Figure 1. Routed metal, one colour a layer.
(3 px per um)
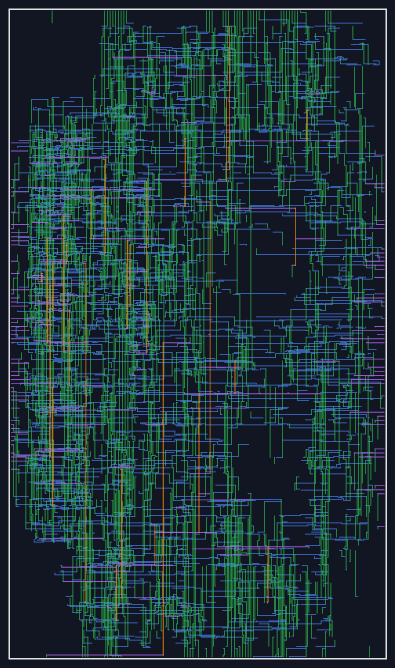
Figure 2. Supply network.
(2 px per um) Pins as bars on the die edge.
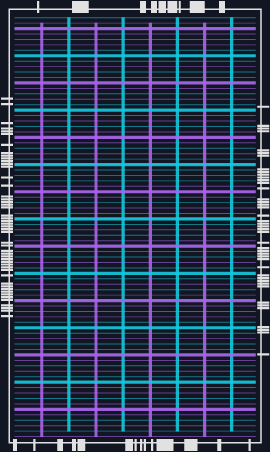
`src/rtl/cpu_pkg.sv`:
```
// Shared CPU front-end definitions: default widths/reset vector and the
// packet handed from fetch to decode.
package cpu_pkg;

    localparam int              CPU_XLEN     = 32;
    localparam logic [CPU_XLEN-1:0] CPU_RESET_PC = 32'h0000_0000;

    typedef struct packed {
        logic [CPU_XLEN-1:0] pc;
        logic [CPU_XLEN-1:0] instr;
    } fetch_pkt_t;

    // Instruction fetch is word granular; low address bits are dropped.
    function automatic logic [CPU_XLEN-1:0] word_align(input logic [CPU_XLEN-1:0] addr);
        return {addr[CPU_XLEN-1:2], 2'b00};
    endfunction

endpackage

```
`src/rtl/fetch_queue.sv`:
```
// Small synchronous FIFO of fetch packets. Pointers wrap naturally (DEPTH is
// a power of two); an explicit count distinguishes full from empty.
module fetch_queue
    import cpu_pkg::*;
#(
    parameter int DEPTH = 4
) (
    input  logic                   clk,
    input  logic                   rst,
    input  logic                   push,
    input  fetch_pkt_t             push_pkt,
    input  logic                   pop,
    input  logic                   flush,
    output fetch_pkt_t             head,
    output logic [$clog2(DEPTH):0] count,
    output logic                   full,
    output logic                   empty
);

    localparam int PW = $clog2(DEPTH);

    fetch_pkt_t     mem [DEPTH];
    logic [PW-1:0]  wr_ptr;
    logic [PW-1:0]  rd_ptr;
    logic           push_en;
    logic           pop_en;

    assign empty   = (count == '0);
    assign full    = (count == DEPTH[PW:0]);
    assign pop_en  = pop && !empty;
    // A push into a full queue is only legal when the head leaves this cycle.
    assign push_en = push && (!full || pop_en);
    assign head    = mem[rd_ptr];

    always_ff @(posedge clk or posedge rst) begin
        if (rst) begin
            wr_ptr <= '0;
            rd_ptr <= '0;
            count  <= '0;
        end else if (flush) begin
            wr_ptr <= '0;
            rd_ptr <= '0;
            count  <= '0;
        end else begin
            if (push_en) wr_ptr <= wr_ptr + 1'b1;
            if (pop_en)  rd_ptr <= rd_ptr + 1'b1;
            case ({push_en, pop_en})
                2'b10:   count <= count + 1'b1;
                2'b01:   count <= count - 1'b1;
                default: count <= count;
            endcase
        end
    end

    // Storage carries data only; validity is tracked by count.
    always_ff @(posedge clk) begin
        if (push_en && !flush) mem[wr_ptr] <= push_pkt;
    end

endmodule

```
`src/rtl/fetch_stage.sv`:
```
// Front-end fetch: owns the PC, issues in-order word requests to imem,
// buffers responses and presents {pc, instr} to decode.
module fetch_stage
    import cpu_pkg::*;
#(
    parameter int              XLEN     = CPU_XLEN,
    parameter logic [XLEN-1:0] RESET_PC = CPU_RESET_PC,
    parameter int              FQ_DEPTH = 4,
    parameter int              MAX_OUT  = 2
) (
    input  logic            clk,
    input  logic            rst,
    output logic            imem_req_valid,
    input  logic            imem_req_ready,
    output logic [XLEN-1:0] imem_req_addr,
    input  logic            imem_rsp_valid,
    input  logic [XLEN-1:0] imem_rsp_data,
    input  logic            redirect_valid,
    input  logic [XLEN-1:0] redirect_pc,
    output logic            dec_valid,
    input  logic            dec_ready,
    output logic [XLEN-1:0] dec_pc,
    output logic [XLEN-1:0] dec_instr
);

    localparam int OW = $clog2(MAX_OUT + 1);
    localparam int CW = $clog2(FQ_DEPTH) + 1;

    logic [XLEN-1:0] pc;
    logic [XLEN-1:0] rsp_pc;
    logic [OW-1:0]   outstanding;
    logic [OW-1:0]   drop_cnt;
    logic [OW-1:0]   rsp_dec;
    logic [OW-1:0]   req_inc;
    logic [XLEN-1:0] target_pc;

    logic            req_fire;
    logic            rsp_keep;
    logic            fq_pop;
    int              credit_used;

    fetch_pkt_t      push_pkt;
    fetch_pkt_t      fq_head;
    logic [CW-1:0]   fq_count;
    logic            fq_full;
    logic            fq_empty;

    // Every issued, not-yet-dropped request has a reserved queue slot.
    always_comb begin
        credit_used = int'(fq_count) + int'(outstanding) - int'(drop_cnt);
    end

    assign imem_req_valid = !rst && !redirect_valid
                            && (int'(outstanding) < MAX_OUT)
                            && (credit_used < FQ_DEPTH);
    assign imem_req_addr  = pc;
    assign req_fire       = imem_req_valid && imem_req_ready;

    assign rsp_keep  = imem_rsp_valid && (drop_cnt == '0) && !redirect_valid;
    assign rsp_dec   = {{(OW-1){1'b0}}, imem_rsp_valid};
    assign req_inc   = {{(OW-1){1'b0}}, req_fire};
    assign target_pc = word_align(redirect_pc);

    assign push_pkt.pc    = rsp_pc;
    assign push_pkt.instr = imem_rsp_data;

    assign dec_valid = !fq_empty && !redirect_valid;
    assign fq_pop    = dec_valid && dec_ready;
    assign dec_pc    = fq_empty ? '0 : fq_head.pc;
    assign dec_instr = fq_empty ? '0 : fq_head.instr;

    // Redirect takes priority: anything still in flight becomes stale,
    // including a response landing in the redirect cycle itself.
    always_ff @(posedge clk or posedge rst) begin
        if (rst) begin
            pc          <= RESET_PC;
            rsp_pc      <= RESET_PC;
            outstanding <= '0;
            drop_cnt    <= '0;
        end else if (redirect_valid) begin
            pc          <= target_pc;
            rsp_pc      <= target_pc;
            outstanding <= outstanding - rsp_dec;
            drop_cnt    <= outstanding - rsp_dec;
        end else begin
            if (req_fire) pc     <= pc + XLEN'(4);
            if (rsp_keep) rsp_pc <= rsp_pc + XLEN'(4);
            outstanding <= outstanding + req_inc - rsp_dec;
            if (imem_rsp_valid && (drop_cnt != '0)) drop_cnt <= drop_cnt - 1'b1;
        end
    end

    fetch_queue #(
        .DEPTH(FQ_DEPTH)
    ) u_fq (
        .clk      (clk),
        .rst      (rst),
        .push     (rsp_keep),
        .push_pkt (push_pkt),
        .pop      (fq_pop),
        .flush    (redirect_valid),
        .head     (fq_head),
        .count    (fq_count),
        .full     (fq_full),
        .empty    (fq_empty)
    );

`ifndef SYNTHESIS
    always @(posedge clk) begin
        if (!rst) begin
            assert (!(rsp_keep && fq_full && !fq_pop))
                else $error("fetch queue overflow at rsp_pc=%h", rsp_pc);
        end
    end
`endif

endmodule

```
`config.mk`:
```
export PLATFORM = sky130hd
export DESIGN_NAME = fetch_stage
export DESIGN_NICKNAME = d
export VERILOG_FILES = /design/src/rtl/cpu_pkg.sv /design/src/rtl/fetch_queue.sv /design/src/rtl/fetch_stage.sv
export SDC_FILE = /design/constraint.sdc
export NUM_CORES = 1
export LEC_CHECK = 0
export CORE_ASPECT_RATIO = 1.75
export CORE_MARGIN = 2
export CORE_UTILIZATION = 56
export DETAILED_ROUTE_END_ITERATION = 8
export PLACE_DENSITY = 0.91
export SYNTH_ARGS = -nofsm -noshare
export SYNTH_HDL_FRONTEND = slang
export SYNTH_HIERARCHICAL = 1
export SYNTH_SLANG_ARGS = --single-unit
```
`constraint.sdc`:
```
create_clock -name clk -period 8.2 [get_ports clk]
set_input_delay 2.05 -clock clk [delete_from_list [all_inputs] [get_ports clk]]
set_output_delay 2.05 -clock clk [all_outputs]
set_load 0.02 [all_outputs]
```
==> summary.txt <==
Run status - complete, no violations
Cell depth of the worst setup path - 9
Unrepaired setup endpoints after global routing - false
Leakage - 5.745 nW
Tapcells - 316
Non-clk buf share - 9.892%
Worst-Margin Slew - 0.9924 ns
DRC violations left - 0
Ports - 168
Critical R2R Launch - u_fq/count[2]
Clock Skew - 0.01290 ns
Hold WC Path Type - flop to flop
Wl on met1 - 11180 um
Switching Power - 0.0009686 W
Top Consumer - registers
Dominant kind of cell by area - sequential cells
Top achievable clock speed - 0.1597 GHz
Hold Vio Cnt, Final - 0
Sw Ratio - 24.65%
Utilization after layout - 68.75%
Met2 WL - 16680 um
CP max stage delay - 0.84 ns
Root Buffer - clkbuf_16
R2R depth - 7
Clock buffer cells - 29
CTS tree - done
HPWL Detailed - 19060 um
Post-DR wirelength/cell - 21.26 um
Max reg flops - 256
Gr usage total - 22.25%
Flop Count - 327
Hold slack - 0.5731 ns
CP Buf/Inv Count - 3
Reg2reg setup slack - 4.57 ns
CP Capture Type - output port
Final setup margin - 1.940 ns
CTS buffer count - 29
Biggest register - u_fq/mem
Non-CTS inverters - 24
Port buffer count - 163
Die Area - 27030 um2
Power Internal - 0.002961 W
Largest net degree at the start of global routing - 78
Met1 GRT Util - 26.39%
GR peak layer - met2
Sequential share of cell area - 54.56%
Clk buf depth - 3
Post-CTS sizing - 0
Synth Warn # - 6
Non-Filler Instances - 1427
P_comb - 0.000497 W
Cell count after synthesis - 929
Required time of the worst setup path - 6.15 ns
Crit Path Class - flop to output port
Crit path DAT - 4.21 ns
CTS clk-pin slew, worst paths - 0.07 ns
Clock Sinks - 327
FF/Latch Area - 9469 um2
Most frequent logic cell in the layout - edfxtp_1
Via/cell ratio - 6.105
# diodes - 0
P&R area growth vs syn - 20.66%
Pins over their slew limit - 0
Clock network power share - 38.1%
Peak VDD IR - 0.2008 mV
Crit-path slowest cell - a22o_1
Total power - 0.003929 W
Log Warnings - 34
Antenna violations before repair - 0
Post-route cell area - 17350 um2
Fraction of layout cells with a size suffix above 1 - 13.23%
Final Setup Violations - 0
Worst Hold Depth - 0
Vias in the first global route - 8867
-- Figure 1 (at the start) --
colour	layer	wire length
orange	met4	965 um
blue	met1	11200 um
purple	met3	1510 um
green	met2	16700 um

-- Figure 2 (at the start) --
colour	net
purple	VSS
cyan	VDD
met4 straps	8
met5 straps	15
rows	77

Power and IR drop assume default switching activity.
